$ cat src/rtl/range_pkg.sv
// Constants shared by the range-finder core, its input conditioner and the display path.
package range_pkg;

    localparam int RANGE_DATA_W           = 4;
    localparam int RANGE_DEBOUNCE_DEFAULT = 4;

    // Width of a counter that must be able to hold the value `cycles`.
    function automatic int count_width(input int cycles);
        return $clog2(cycles + 1);
    endfunction

endpackage

$ cat src/rtl/debounce_sync.sv
// Two-flop synchronizer followed by a persistence debouncer; the whole vector moves as one unit.
module debounce_sync
    import range_pkg::*;
#(
    parameter int WIDTH  = 1,
    parameter int CYCLES = RANGE_DEBOUNCE_DEFAULT
) (
    input  logic             clock,
    input  logic             reset,
    input  logic [WIDTH-1:0] raw,
    output logic [WIDTH-1:0] stable,
    output logic [WIDTH-1:0] rise
);

    localparam int CW = count_width(CYCLES);

    logic [WIDTH-1:0] meta;
    logic [WIDTH-1:0] synced;
    logic [WIDTH-1:0] prev;
    logic [CW-1:0]    count;
    logic [CW-1:0]    run;
    logic             update;

    // The cycle in which the synced value changes is the first cycle of its run,
    // so a clean edge reaches `stable` exactly CYCLES edges after it is synced.
    always_comb begin
        run    = (synced != prev) ? CW'(1) : count + CW'(1);
        update = (synced != stable) && (run == CW'(CYCLES));
        rise   = update ? (synced & ~stable) : '0;
    end

    always_ff @(posedge clock) begin
        if (reset) begin
            meta   <= '0;
            synced <= '0;
            prev   <= '0;
            stable <= '0;
            count  <= '0;
        end else begin
            meta   <= raw;
            synced <= meta;
            prev   <= synced;
            if (synced == stable) begin
                count <= '0;
            end else if (update) begin
                stable <= synced;
                count  <= '0;
            end else begin
                count <= run;
            end
        end
    end

endmodule

$ cat src/rtl/range_input_conditioner.sv
// Board-input front end: clean single-cycle go/finish pulses, held data, and frame-state tracking.
module range_input_conditioner
    import range_pkg::*;
#(
    parameter int DEBOUNCE_CYCLES = RANGE_DEBOUNCE_DEFAULT,
    parameter int DATA_W          = RANGE_DATA_W
) (
    input  logic              clock,
    input  logic              reset,
    input  logic              go_raw,
    input  logic              finish_raw,
    input  logic [DATA_W-1:0] data_raw,
    output logic              go_pulse,
    output logic              finish_pulse,
    output logic [DATA_W-1:0] data_out,
    output logic              frame_active,
    output logic              orphan_finish
);

    logic              go_rise;
    logic              finish_rise;
    logic              go_pending;
    logic              go_stable_unused;
    logic              finish_stable_unused;
    logic [DATA_W-1:0] data_rise_unused;

    debounce_sync #(.WIDTH(1), .CYCLES(DEBOUNCE_CYCLES)) u_go (
        .clock  (clock),
        .reset  (reset),
        .raw    (go_raw),
        .stable (go_stable_unused),
        .rise   (go_rise)
    );

    debounce_sync #(.WIDTH(1), .CYCLES(DEBOUNCE_CYCLES)) u_finish (
        .clock  (clock),
        .reset  (reset),
        .raw    (finish_raw),
        .stable (finish_stable_unused),
        .rise   (finish_rise)
    );

    debounce_sync #(.WIDTH(DATA_W), .CYCLES(DEBOUNCE_CYCLES)) u_data (
        .clock  (clock),
        .reset  (reset),
        .raw    (data_raw),
        .stable (data_out),
        .rise   (data_rise_unused)
    );

    // Finish wins a collision; the go waits one slot in go_pending, and extra go rises are dropped.
    always_ff @(posedge clock) begin
        if (reset) begin
            go_pulse      <= 1'b0;
            finish_pulse  <= 1'b0;
            go_pending    <= 1'b0;
            frame_active  <= 1'b0;
            orphan_finish <= 1'b0;
        end else begin
            go_pulse     <= 1'b0;
            finish_pulse <= 1'b0;
            if (finish_rise) begin
                finish_pulse <= 1'b1;
                if (go_rise) begin
                    go_pending <= 1'b1;
                end
            end else if (go_pending) begin
                go_pulse   <= 1'b1;
                go_pending <= 1'b0;
            end else if (go_rise) begin
                go_pulse <= 1'b1;
            end

            if (go_pulse) begin
                frame_active  <= 1'b1;
                orphan_finish <= 1'b0;
            end else if (finish_pulse) begin
                frame_active <= 1'b0;
                if (!frame_active) begin
                    orphan_finish <= 1'b1;
                end
            end
        end
    end

endmodule

$ cat config.mk
export PLATFORM = sky130hd
export DESIGN_NAME = range_input_conditioner
export DESIGN_NICKNAME = d
export VERILOG_FILES = /design/src/rtl/range_pkg.sv /design/src/rtl/debounce_sync.sv /design/src/rtl/range_input_conditioner.sv
export SDC_FILE = /design/constraint.sdc
export NUM_CORES = 1
export LEC_CHECK = 0
export CAP_MARGIN = 20
export CORE_MARGIN = 2
export CORE_UTILIZATION = 48
export DETAILED_ROUTE_END_ITERATION = 6
export HOLD_SLACK_MARGIN = 0.03
export PLACE_DENSITY = 0.79
export SETUP_SLACK_MARGIN = 0.15
export SLEW_MARGIN = 20
export SYNTH_ARGS = -nofsm -noshare
export SYNTH_HDL_FRONTEND = slang
export SYNTH_SLANG_ARGS = --single-unit
$ cat constraint.sdc
create_clock -name clock -period 1.7 [get_ports clock]
set_clock_uncertainty 0.05 [all_clocks]
set_input_delay 0.255 -clock clock [delete_from_list [all_inputs] [get_ports clock]]
set_output_delay 0.255 -clock clock [all_outputs]
set_load 0.03 [all_outputs]
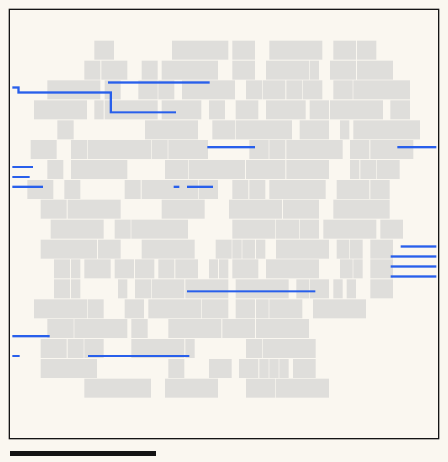
Fig. 1. Signal wires on met3 (run 1).
The bar under the picture is 20 um long.
main direction: horizontal
share of all routed wire: 5.5%
M3 GR Usage: 7.25%
routed wire length: 2180 um

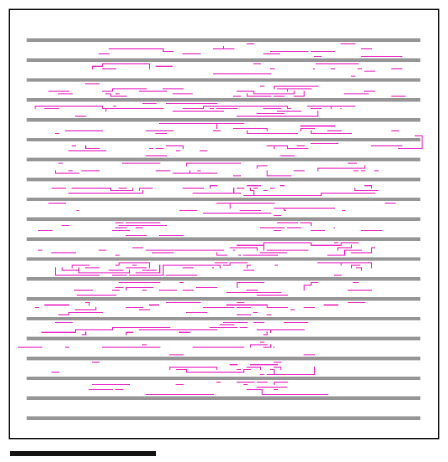
Fig. 2. Metal 1 (run 1).
The bar under the picture is 20 um long. Supply wires on this layer in gray.
share of all routed wire: 42%
main direction: horizontal
wire length on this layer: 905 um

==> results.txt, run 1 <==
Physical implementation status

Measured against its own limit, the worst slew margin works out to 78.7%. For reference, the clock transition at the flip-flops on the worst setup and hold paths is 100 ps. In this run the full chip footprint comes out at 3430 sq um. The Yosys step of the flow raised 0 warnings. The final number of setup-violating endpoints stands at 0. The first global-routing pass estimated 3680 um of wire. The tool flagged a number of max-cap violations equal to 0. In this run, flip-flops and latches consume 60.8% of the power. Grouping non-sequential cells by family puts the most area in simple AND/OR/NAND/NOR gates.

The core utilization at floorplan stands at 51.3%. STA classifies the critical path endpoint as a flop. The pin count of the biggest net entering global routing stands at 15. The total I/O pin count stands at 16. The area recorded from the Yosys report for this design is 1430 sq um.

The vertical die dimension stands at 58.5 um. All stages included, the depth of the critical timing path comes to 4. The via count of the first global-routing pass stands at 878. The slew at the pin with the worst max-slew slack stands at 319 ps. Per STA, the worst path accumulates the most delay in the family simple AND/OR/NAND/NOR gates. By count the netlist is led by sky130_fd_sc_hd__dfxtp_1 (38), sky130_fd_sc_hd__nor2b_1 (22), sky130_fd_sc_hd__nor2_1 (9). In this run, synthesis inferred 0 flip-flops with an integrated enable. The flow ran to the end, and the final reports show no timing, DRC or antenna violations. The critical path in this run is classified as reg2reg. The final net count stands at 169. Looking at the hold checks, the worst path lands on u_data.synced[0]. According to the timing report, the critical path is captured at u_data.stable[2]. The internal portion of the total power is 1180 uW. Looking at the cell usage after synthesis, the top flip-flop cell is sky130_fd_sc_hd__dfxtp_1. The die is 58.5 um wide.

The area of the core region stands at 2780 sq um.
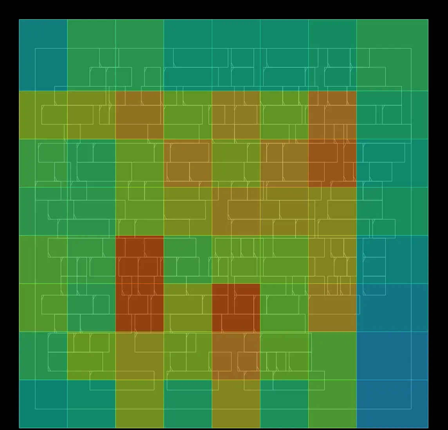
Fig. 3. Congestion heat map (run 1).
fraction of met1 tracks used by global routing: 16.5%
Final Util: 65.1%
global-route track usage on met2: 23.4%
most utilized layer in the global route result: met2

-- run 1: area by class of cell --
cell class,instances,area [sq um]
Fill cell,214,970
Sequential cell,38,779
Timing Repair Buffer,24,208
Clock buffer,7,55.1
Clock inverter,1,5.00
Tap cell,31,38.8
Inverter,7,26.3
Multi-Input combinational cell,80,699
-- run 1: power groups by stage --
stage | Clock, uW | Combinational [uW] | Sequential (uW)
final | 474 | 122 | 925
after global routing | 539 | 136 | 928
after CTS | 502 | 102 | 925
after detailed placement | 0 | 93.7 | 944
after global placement | 0 | 89.3 | 942
after floorplan | 0 | 61.2 | 941
-- run 1: layer usage --
| metal | wire length [um] | up-vias |
|---|---|---|
| met3 | 120 | 8 |
| li1 | - | 468 |
| met2 | 1100 | 16 |
| met1 | 905 | 431 |
| met4 | 47 | 0 |
| met5 | 0 | - |
-- run 1: what timing repair did --
action,in CTS,in global routing
endpoints found under the setup margin,13,10
pin swaps,2,6
cloned,0,0
buffers inserted,2,4
resized,14,14
-- run 1: metrics by stage --
| step | instance area (sq um) | utilization, % | instances | total power, uW |
|---|---|---|---|---|
| floorplan | 1440 | - | 128 | 1000 |
| global placement | 1640 | 58.8 | 174 | 1030 |
| detailed placement | 1640 | 58.8 | 174 | 1040 |
| CTS | 1730 | 62.2 | 184 | 1530 |
| global route | 1810 | 65.1 | 188 | 1600 |
| finish | 1810 | 65.1 | 188 | 1520 |
-- run 1: state kept, by name, summed over array words and instances, names as in the netlist --
register	count
u_data.meta	4
go_pulse	1
u_data.synced	4
u_data.count	3
frame_active	1
u_finish.meta	1
orphan_finish	1
u_finish.synced	1
go_pending	1
u_go.count	3
u_data.stable	4
u_finish.count	3
finish_pulse	1
u_go.meta	1
u_data.prev	4
u_go.stable	1
u_go.prev	1
u_go.synced	1
u_finish.prev	1
u_finish.stable	1
## Run 2: what changed since run 1
--- a/constraint.sdc
+++ b/constraint.sdc
@@ -4,2 +4,2 @@
 set_output_delay 0.255 -clock clock [all_outputs]
-set_load 0.03 [all_outputs]
+set_load 0.02 [all_outputs]
==> run 2 against run 1 <==
  * Worst hold slack worse by 3.3 ps
  * Wire length is 2.3% higher
  * Final cell count is 2.1% lower
  * Combinational power is 9% lower
  * Die area stayed put
  * Count of clock-buffer cells in the layout stayed put
  * Global-route usage is 0.17 points higher
  * Sequential share of layout area is 0.93 points higher
  * Clock power is 12% lower
  * Worst setup slack better by 19 ps
  * Largest cell class unchanged
  * Largest power group unchanged
==> results.txt, run 2 <==
Physical implementation status

Most frequent cells after synthesis: sky130_fd_sc_hd__dfxtp_1 (38), sky130_fd_sc_hd__nor2b_1 (22), sky130_fd_sc_hd__nor2_1 (9) (unchanged). The slew at the pin with the worst max-slew slack is 310 ps (was 319 ps). The post-CTS setup repair buffer count was 2 (unchanged). The clock transition at the registers of the reported paths stands at 100 ps (about the same). The final net count stands at 166 (was 169).

The area of the core region was 2780 sq um (unchanged). The detailed route wirelength on metal2 was 1190 um (was 1100 um). The remaining max-slew budget at the tightest pin was 79.1% (was 78.7%).

Outcome: completed (unchanged). The main kind of combinational logic by area is simple AND/OR/NAND/NOR gates (unchanged). The post-synth tally of flip-flops with integrated enable stands at 0 (unchanged). The final number of setup-violating endpoints stands at 0 (unchanged). The met2 usage in global routing stands at 24.7% (was 23.4%). The global-route wire length before repair is 3680 um (about the same). The number of filler instances in the final layout stands at 219 (was 214).

The synthesis area per yosys was 1430 sq um (unchanged). The met1 layer wirelength in the final routing was 930 um (was 905 um). The kind of end point of the critical path is a flop (unchanged).

The peak-usage layer in the global routing report is met2 (unchanged). The register cell area after layout was 778 sq um (was 779 sq um). The terminating pin of the worst hold path was u_data.synced[0] (unchanged). The flip-flop cell with the highest count after synthesis is sky130_fd_sc_hd__dfxtp_1 (unchanged). The pin count of the biggest net entering global routing came to 21 (was 15).

The vertical die dimension is 58.5 um (unchanged). The via count of the first global-routing pass stands at 867 (was 878). The number of max-cap violations came to 0 (unchanged). The core utilization at floorplan stands at 51.3% (unchanged). The logic area was 684 sq um (was 699 sq um).

The chip area stands at 3430 sq um (unchanged). The post-route total power is 1450 uW (was 1520 uW). The routed length on met3 is 74 um (was 120 um). The highest routed metal layer is met4 (unchanged).
-- run 2: cell families after synthesis --
group           Yosys count
mux                       6
xor+xnor                 13
flops                    38
simple gates             50
fa+ha+maj                 5
compound gates            6
buf+inv                  10
-- run 2: how the worst max path moves through the flow --
stage | slack, ps | depth (start not counted) | startpoint | to
floorplan | 160 | 4 | u_data.stable[1] | u_data.stable[2]
CTS | 120 | 5 | u_data.count[1] | u_data.stable[2]
global route | 50 | 4 | u_data.synced[2] | u_data.stable[2]
finish | 150 | 4 | u_data.synced[1] | u_data.stable[2]
detailed placement | 50 | 5 | u_data.count[0] | u_data.stable[2]
global placement | 120 | 5 | u_data.count[0] | u_data.stable[3]
-- run 2: stage by stage --
| step | util [%] | cell area (sq um) | hold slack, ps | cells | setup WS, ps |
|---|---|---|---|---|---|
| after floorplan | - | 1430 | 288 | 128 | 161 |
| after global placement | 59.2 | 1650 | 369 | 174 | 123 |
| after detailed placement | 59.2 | 1650 | 378 | 174 | 48.5 |
| after CTS | 61.8 | 1720 | 399 | 183 | 122 |
| after global routing | 63.7 | 1770 | 402 | 184 | 52.5 |
| final | 63.7 | 1770 | 391 | 184 | 148 |
-- run 2: cell type report --
| type | count | share of cell area (%) |
|---|---|---|
| Clock buffer | 7 | 2.54 |
| Tap cell | 31 | 2.19 |
| Multi-Input combinational cell | 80 | 38.7 |
| Sequential cell | 38 | 44.0 |
| Timing Repair Buffer | 21 | 11.2 |
| Inverter | 7 | 1.48 |
-- run 2: power by group --
group          internal (uW)  switching [uW]  leakage [uW]  total [uW]
clock                    156             259     0.0000254         415
sequential               909            15.2      0.000314         924
combinational           64.6            46.9      0.000412         111
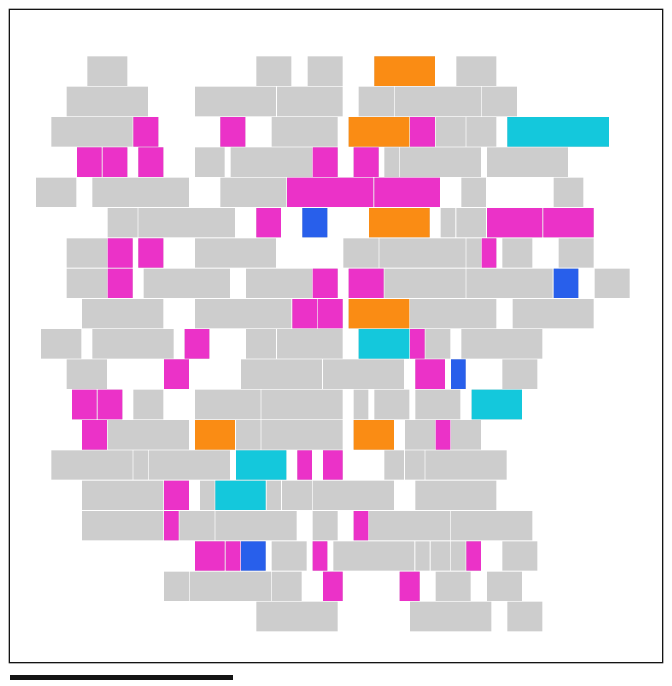
Fig. 4. Gate families picked out (run 2).
The bar under the picture is 20 um long.
[multiplexers] orange | cells: 6
[NAND gates] blue | cells: 4
[NOR gates] magenta | cells: 40
[adder and majority cells] cyan | cells: 5

Power and IR drop assume default switching activity.
